**Sequential cells grouped by signal name**

Other sequential cells in the stronger grey, the rest of the logic in the fainter grey.
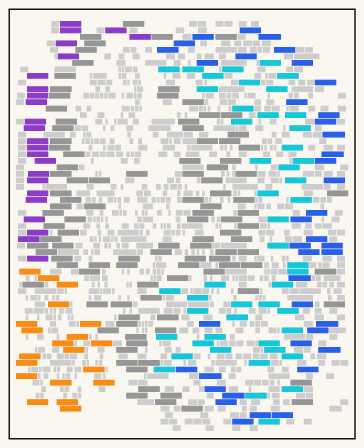
**Signal wires by layer**

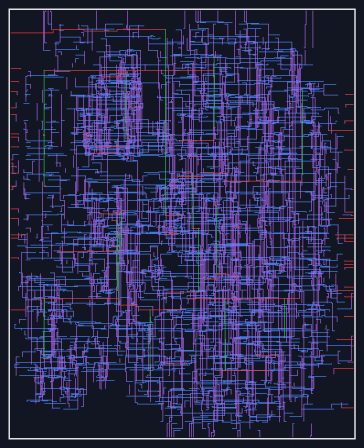
**Clock nets**

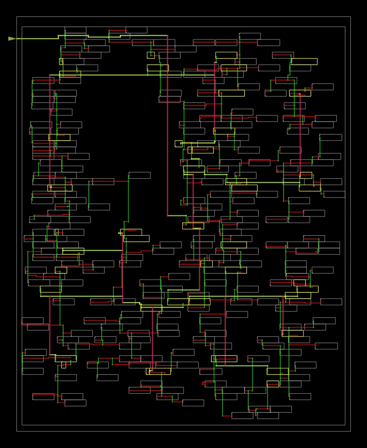
**Pin map**

Pins as bars across the die edge, other pins in grey.
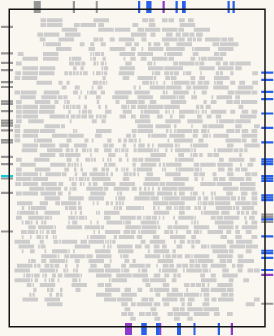
**Gate-type map**

The bar under the picture is 50 microns long.
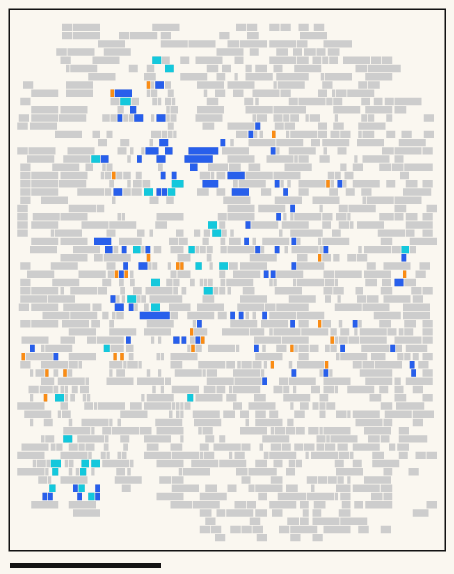
==> src/rtl/seg_scan_pkg.sv <==
// Shared types and constants for the seven-segment scan decoder.
package seg_scan_pkg;

    typedef logic [4:0] digit_code_t;

    localparam digit_code_t CODE_BLANK = 5'h10;
    localparam digit_code_t CODE_MINUS = 5'h11;
    localparam digit_code_t CODE_UNK   = 5'h1F;

    // Segment patterns, bit order g..a (bit0 = a).
    localparam logic [6:0] SEG_0     = 7'h3F;
    localparam logic [6:0] SEG_1     = 7'h06;
    localparam logic [6:0] SEG_2     = 7'h5B;
    localparam logic [6:0] SEG_3     = 7'h4F;
    localparam logic [6:0] SEG_4     = 7'h66;
    localparam logic [6:0] SEG_5     = 7'h6D;
    localparam logic [6:0] SEG_6     = 7'h7D;
    localparam logic [6:0] SEG_7     = 7'h07;
    localparam logic [6:0] SEG_8     = 7'h7F;
    localparam logic [6:0] SEG_9     = 7'h6F;
    localparam logic [6:0] SEG_A     = 7'h77;
    localparam logic [6:0] SEG_B     = 7'h7C;
    localparam logic [6:0] SEG_C     = 7'h39;
    localparam logic [6:0] SEG_D     = 7'h5E;
    localparam logic [6:0] SEG_E     = 7'h79;
    localparam logic [6:0] SEG_F     = 7'h71;
    localparam logic [6:0] SEG_BLANK = 7'h00;
    localparam logic [6:0] SEG_MINUS = 7'h40;

    // One decoded 8-digit frame: digit i code in code[5i+4:5i], dp in dp[i].
    typedef struct packed {
        logic [7:0]  dp;
        logic [39:0] code;
    } frame_t;

    localparam frame_t FRAME_RESET = '{dp: 8'h00, code: {8{CODE_BLANK}}};

    function automatic logic is_onehot(input logic [7:0] v);
        return (v != 8'h00) && ((v & (v - 8'h01)) == 8'h00);
    endfunction

    function automatic logic [2:0] onehot_idx(input logic [7:0] v);
        logic [2:0] idx;
        idx = 3'd0;
        for (int i = 0; i < 8; i++) begin
            if (v[i]) idx = 3'(i);
        end
        return idx;
    endfunction

endpackage

==> src/rtl/seg7_pattern_decode.sv <==
// Combinational map from a 7-bit segment pattern back to a symbol code.
module seg7_pattern_decode
    import seg_scan_pkg::*;
(
    input  logic [6:0]  pattern_i,
    output digit_code_t code_o
);

    // Pattern lookup; anything outside the symbol set reads as UNK.
    always_comb begin
        // NOTE: default first so every path assigns code_o and no latch is inferred.
        code_o = CODE_UNK;
        case (pattern_i)
            SEG_0:     code_o = 5'h00;
            SEG_1:     code_o = 5'h01;
            SEG_2:     code_o = 5'h02;
            SEG_3:     code_o = 5'h03;
            SEG_4:     code_o = 5'h04;
            SEG_5:     code_o = 5'h05;
            SEG_6:     code_o = 5'h06;
            SEG_7:     code_o = 5'h07;
            SEG_8:     code_o = 5'h08;
            SEG_9:     code_o = 5'h09;
            SEG_A:     code_o = 5'h0A;
            SEG_B:     code_o = 5'h0B;
            SEG_C:     code_o = 5'h0C;
            SEG_D:     code_o = 5'h0D;
            SEG_E:     code_o = 5'h0E;
            SEG_F:     code_o = 5'h0F;
            SEG_BLANK: code_o = CODE_BLANK;
            SEG_MINUS: code_o = CODE_MINUS;
            default:   code_o = CODE_UNK;
        endcase
    end

endmodule

==> src/rtl/seg_scan_decoder.sv <==
// Watches a multiplexed 8-digit seven-segment scan, rebuilds whole frames
// and publishes each new stable frame over a valid/ready handshake.
module seg_scan_decoder
    import seg_scan_pkg::*;
#(
    parameter int unsigned SETTLE         = 4,
    parameter int unsigned STABLE_FRAMES  = 2,
    parameter int unsigned TIMEOUT_CYCLES = 1_000_000
) (
    input  logic        clk,
    input  logic        rst_n,
    input  logic [7:0]  an,
    input  logic [7:0]  duan,
    input  logic [7:0]  duan1,
    output logic [39:0] frame_code,
    output logic [7:0]  frame_dp,
    output logic        frame_valid,
    input  logic        frame_ready,
    output logic        overrun,
    output logic        scan_err,
    output logic        stale
);

    localparam int unsigned SCNT_W = $clog2(SETTLE + 1);
    localparam int unsigned MCNT_W = $clog2(STABLE_FRAMES + 1);
    localparam int unsigned TCNT_W = $clog2(TIMEOUT_CYCLES + 1);
    localparam logic [SCNT_W-1:0] SETTLE_MAX   = SCNT_W'(SETTLE);
    localparam logic [MCNT_W-1:0] MATCH_MAX    = MCNT_W'(STABLE_FRAMES);
    localparam logic [TCNT_W-1:0] TIMEOUT_MAX  = TCNT_W'(TIMEOUT_CYCLES);
    localparam logic [TCNT_W-1:0] TIMEOUT_LAST = TCNT_W'(TIMEOUT_CYCLES - 1);

    // Two-stage synchroniser for the 24 pad inputs.
    logic [23:0] sync_meta_q, sync_q;
    logic [7:0]  an_s, duan_s, duan1_s;

    // Synchroniser flops.
    always_ff @(posedge clk or negedge rst_n) begin
        if (!rst_n) begin
            sync_meta_q <= '0;
            sync_q      <= '0;
        end else begin
            // NOTE: non-blocking so each stage takes the previous stage's old value.
            sync_meta_q <= {duan1, duan, an};
            sync_q      <= sync_meta_q;
        end
    end

    assign an_s    = sync_q[7:0];
    assign duan_s  = sync_q[15:8];
    assign duan1_s = sync_q[23:16];

    // Dwell tracking: settle_q counts cycles the current select has been
    // steady, with the change cycle itself counted as the first.
    logic [7:0]        an_prev_q;
    logic [SCNT_W-1:0] settle_q, settle_d;
    logic              an_chg, an_onehot, an_multi, capture, scan_err_q;
    logic [2:0]        cap_idx;
    logic [7:0]        seg_sel;
    digit_code_t       cap_code;

    assign an_chg    = (an_s != an_prev_q);
    assign an_onehot = is_onehot(an_s);
    assign an_multi  = (an_s != 8'h00) && !an_onehot;
    assign cap_idx   = onehot_idx(an_s);
    assign seg_sel   = cap_idx[2] ? duan1_s : duan_s;

    // Settle count and the single capture strobe per qualifying dwell.
    always_comb begin
        settle_d = settle_q;
        capture  = 1'b0;
        if (an_chg) begin
            settle_d = SCNT_W'(1);
        end else if (settle_q != SETTLE_MAX) begin
            settle_d = settle_q + 1'b1;
        end
        capture = an_onehot && (settle_d == SETTLE_MAX) && (an_chg || settle_q != SETTLE_MAX);
    end

    seg7_pattern_decode u_decode (
        .pattern_i (seg_sel[6:0]),
        .code_o    (cap_code)
    );

    // Frame assembly, stability matching and stale tracking.
    frame_t            work_q, work_d, prev_q, prev_d, pub_q, pub_d;
    logic [7:0]        seen_q, seen_d;
    logic [MCNT_W-1:0] match_q, match_d;
    logic [TCNT_W-1:0] timer_q, timer_d;
    logic              cmp_done_q, cmp_done_d, stale_q, stale_d;
    logic              valid_q, valid_d, overrun_q, overrun_d, pub_any_q, pub_any_d;
    logic              qualify;

    // Next state for the working buffer, previous frame and stale timer.
    always_comb begin
        work_d     = work_q;
        prev_d     = prev_q;
        seen_d     = seen_q;
        match_d    = match_q;
        timer_d    = timer_q;
        stale_d    = stale_q;
        cmp_done_d = 1'b0;

        if (seen_q == 8'hFF) begin
            cmp_done_d = 1'b1;
            seen_d     = 8'h00;
            prev_d     = work_q;
            if (work_q == prev_q) begin
                match_d = (match_q == MATCH_MAX) ? match_q : match_q + 1'b1;
            end else begin
                match_d = MCNT_W'(1);
            end
        end

        if (capture) begin
            timer_d = '0;
        end else if (timer_q != TIMEOUT_MAX) begin
            timer_d = timer_q + 1'b1;
        end

        if (!capture && timer_q == TIMEOUT_LAST) begin
            stale_d = 1'b1;
            seen_d  = 8'h00;
            match_d = '0;
            prev_d  = '0;
        end

        if (capture) begin
            stale_d                             = 1'b0;
            seen_d[cap_idx]                     = 1'b1;
            work_d.code[5*int'(cap_idx) +: 5]   = cap_code;
            work_d.dp[cap_idx]                  = seg_sel[7];
        end
    end

    // A just-compared frame publishes once it is stable and new to the consumer.
    assign qualify = cmp_done_q && (match_q == MATCH_MAX) && (!pub_any_q || prev_q != pub_q);

    // Handshake: accept first, then load or record an overrun.
    always_comb begin
        pub_d     = pub_q;
        valid_d   = valid_q;
        overrun_d = overrun_q;
        pub_any_d = pub_any_q;
        if (valid_q && frame_ready) begin
            valid_d   = 1'b0;
            overrun_d = 1'b0;
        end
        if (qualify) begin
            if (!valid_d) begin
                pub_d     = prev_q;
                valid_d   = 1'b1;
                pub_any_d = 1'b1;
            end else begin
                overrun_d = 1'b1;
            end
        end
    end

    // State registers for scan tracking, buffers and handshake.
    always_ff @(posedge clk or negedge rst_n) begin
        if (!rst_n) begin
            // NOTE: buffers are reset too, so a partial frame disappears with reset.
            an_prev_q  <= 8'h00;
            settle_q   <= '0;
            scan_err_q <= 1'b0;
            work_q     <= '0;
            prev_q     <= '0;
            seen_q     <= 8'h00;
            match_q    <= '0;
            timer_q    <= '0;
            cmp_done_q <= 1'b0;
            stale_q    <= 1'b0;
            pub_q      <= FRAME_RESET;
            valid_q    <= 1'b0;
            overrun_q  <= 1'b0;
            pub_any_q  <= 1'b0;
        end else begin
            an_prev_q  <= an_s;
            settle_q   <= settle_d;
            scan_err_q <= an_chg && an_multi;
            work_q     <= work_d;
            prev_q     <= prev_d;
            seen_q     <= seen_d;
            match_q    <= match_d;
            timer_q    <= timer_d;
            cmp_done_q <= cmp_done_d;
            stale_q    <= stale_d;
            pub_q      <= pub_d;
            valid_q    <= valid_d;
            overrun_q  <= overrun_d;
            pub_any_q  <= pub_any_d;
        end
    end

    assign frame_code  = pub_q.code;
    assign frame_dp    = pub_q.dp;
    assign frame_valid = valid_q;
    assign overrun     = overrun_q;
    assign scan_err    = scan_err_q;
    assign stale       = stale_q;

endmodule

==> config.mk <==
export PLATFORM = sky130hd
export DESIGN_NAME = seg_scan_decoder
export DESIGN_NICKNAME = d
export VERILOG_FILES = /design/src/rtl/seg_scan_pkg.sv /design/src/rtl/seg7_pattern_decode.sv /design/src/rtl/seg_scan_decoder.sv
export SDC_FILE = /design/constraint.sdc
export NUM_CORES = 1
export LEC_CHECK = 0
export CAP_MARGIN = 20
export CORE_ASPECT_RATIO = 1.25
export CORE_MARGIN = 2
export CORE_UTILIZATION = 45
export CTS_CLUSTER_SIZE = 30
export DETAILED_ROUTE_END_ITERATION = 10
export GPL_TIMING_DRIVEN = 1
export SYNTH_ARGS = -nofsm -noshare
export SYNTH_HDL_FRONTEND = slang
export SYNTH_SLANG_ARGS = --single-unit
==> constraint.sdc <==
create_clock -name clk -period 3.6 [get_ports clk]
set_input_delay 0.36 -clock clk [delete_from_list [all_inputs] [get_ports clk]]
set_output_delay 0.36 -clock clk [all_outputs]
set_load 0.03 [all_outputs]
==> flow_summary.toml <==
# generated from flow reports
[outcome]
status = "complete, no violations"

[critical_path]
cp_num_cells = 7
path_cells = "or4_1 > a2111oi_0 > nor3_1 > a21oi_1 > a2111o_1 > o311a_1 > o21ai_1"
crit_start = "sync_q[7]$_DFF_PN0_"
slowest_delay_ns = 0.86
start_kind = "flop"
crit_slowest_cell = "or4_1"
crit_end = "work_q[6]$_DFFE_PN0P_"
crit_path_max_fanout = 14
critPathBufInv = 0
cpLargestDelayFamily = "AND-OR/OR-AND gates"
crit_path_end_kind = "flop"
required_ns = 4.00
r2r-start = "sync_q[7]$_DFF_PN0_"
critPathArrivalTime_ns = 3.64
worstSetupPathType = "reg2reg"
r2r-end = "work_q[6]$_DFFE_PN0P_"
timing.reg2reg.worst_path_depth = 7
ff2ff_setup_slack_ns = 0.35

[logic_synthesis]
netlist_area_sq_mm = 0.0110
yosysSeqAreaShare_pct = 54.7
synthTopCellsByArea = "dfrtp_1 (53%), mux2_2 (6.3%), xnor2_1 (6.0%)"
ys_sh_xor_pct = 9.75
common_cells = "dfrtp_1 (231), nor2_1 (95), xnor2_1 (75)"
synth_simple_gate_area_share_pct = 14.9
synth_area_leader_cell = "dfrtp_1"
ys.flops = 239
synth.distinct_cells = 63
ys_cells = 958
yosys.area_share.adder_pct = 0.913
netlist_instances = 958
avgSynthCellArea_sq_um = 11.4
synthArstFlopShare_pct = 100
synth_warnings = 0
synth-edff-count = 0
yosys.area_share.aoi_pct = 5.86
yosys_area_sq_mm = 0.0110
top_cell_area_share_pct = 52.8
topCombFamilyByArea = "simple AND/OR/NAND/NOR gates"
synth_nets = 993
post-synth-top-count-cell = "dfrtp_1"

[power]
p_comb_mw = 0.207
power.net_switching_mw = 1.22
p_seq_share_pct = 46.7
pwr_density_cell_mw_per_mm2 = 451
power-top-group = "the clock network"
power.total_mw = 5.90
p_leak_nw = 6.31
p_clk_share_pct = 49.8
p_clk_mw = 2.94
internal_power_mw = 4.68
combPwrFrac_pct = 3.5
peakVddDrop_v = 0.000404

[die]
chipArea_sq_mm = 0.0256
num_io_pins = 79
fp_util_pct = 46.0
core_area_sq_mm = 0.0238
tap_cells = 325
rows = 63

[placement]
gp_congestion = 0.828
dp_hpwl_mm = 16.9
placed_area_sq_mm = 0.0121
post-place-ws_ns = 0.332
placedCellCount = 1333

[cells_and_area]
comb_area_sq_mm = 0.00471
num-multi-input-gates = 653
antennaDiodeCount = 0
syn_to_final_growth_pct = 19.5
clk_share_pct = 7.27
stdcell_area_sq_mm = 0.0131
nClkBuffers = 34
largest_class = "registers"
fillers = 2080
n_all_inverters = 26
area_share_nonclk_buffers_pct = 7.15
final_nets = 1071
instances_no_fill = 1380
n_all_buffers = 91
drive_gt1_share_pct = 13.6
lay_top_cells = "dfrtp_1 (231), nor2_1 (95), clkdlybuf4s50_1 (77)"
ff_count = 239

[timing]
worst_pin_slew_ns = 0.714
period_used_pct = 90.2
setup_ws_ns = 0.353
tns_ns = 0
timing.final.crit_period_ns = 3.25
relSlewSlack_pct = 52.0
finalSetupViolCount = 0
rsz0062_at_grt = "false"
hold_slack_ns = 0.273
slew_violations = 0
hold_viol = 0
fmax_mhz = 308

[clock_network]
clockBufferDepth = 3
post_cts_buffers = 0
cts_root_buf = "clkbuf_16"
cts_resized = 0
htreeDepth = 1
cts_hold_buf = 1
clkLatencyLatePin_ns = 0.53
cts_inserted_buffers = 25

[grt]
globalRouteMet3Util_pct = 2.17
grt_antenna_before_repair = 0
globalRoute.totalOverflow = 0
grt_max_degree = 91
use_met2_pct = 32.4
use_met1_pct = 26.4
grt_pass1_vias = 7135
grt_usage_pct = 19.2
grt_pass1_wl_mm = 38.8

[routing]
avgRoutedWirePerCell_microns = 17.1
postRouteAntennaNets = 0
post-route-drc-count = 0
top_layer_used = "met4"
drtIter0Drc = 378
wl_met3_microns = 668
met2_wirelength_mm = 11.9
wl_met1_mm = 10.6
detail_route.vias_per_cell = 5.26
drt-pass1-iter-count = 5

[min_path]
whs_path_depth = 1
hold_end = "sync_meta_q[0]$_DFF_PN0_"
holdCritPathClass = "in2reg"
worstHoldStart = "an[0]"

[flow_run]
warning_count = 30
-- 'sequential cells grouped by signal name' (at the start) --
[purple] sync_meta_q | sequential cells: 24
[cyan] prev_q | sequential cells: 48
[orange] timer_q | sequential cells: 20 | where: bottom left
[blue] frame_code | sequential cells: 40
not coloured: 107
final core utilization: 55.0%
seq pwr: 2.76 mW
Storage cell area: 0.00599 sq mm
flop share of the area: 45.8%

-- 'signal wires by layer' (at the start) --
[green] metal 4 | wire length: 469 microns
[red] metal 3 | wire length: 669 microns
[blue] metal 1 | wire length: 10,600 microns
[purple] metal 2 | wire length: 11,900 microns
Post-Route WL: 23.6 mm
Vias: 7,257

-- 'clock nets' (at the start) --
Worst Clk Skew: 0.0147 ns
clock sink count: 239

-- 'pin map' (at the start) --
[cyan] scan_err | pins: 1 | direction: output | edge: left
[purple] frame_dp | pins: 8 | direction: output | edge: 6 bottom, 1 right, 1 top
[blue] frame_code | pins: 40 | direction: output | edge: 22 right, 9 top, 9 bottom
all pins by edge: 27 right, 21 left, 16 top, 15 bottom
chip height: 178 microns
input/output buffers: 78
DIE WIDTH: 144 microns

-- 'gate-type map' (at the start) --
[orange] inverters | cells: 26
[cyan] AND and OR gates | cells: 30
[blue] inverting AOI/OAI gates | cells: 80
most frequent logic cell in the layout: dfrtp_1
Comb/total area: 36.0%

Power and IR drop assume default switching activity.
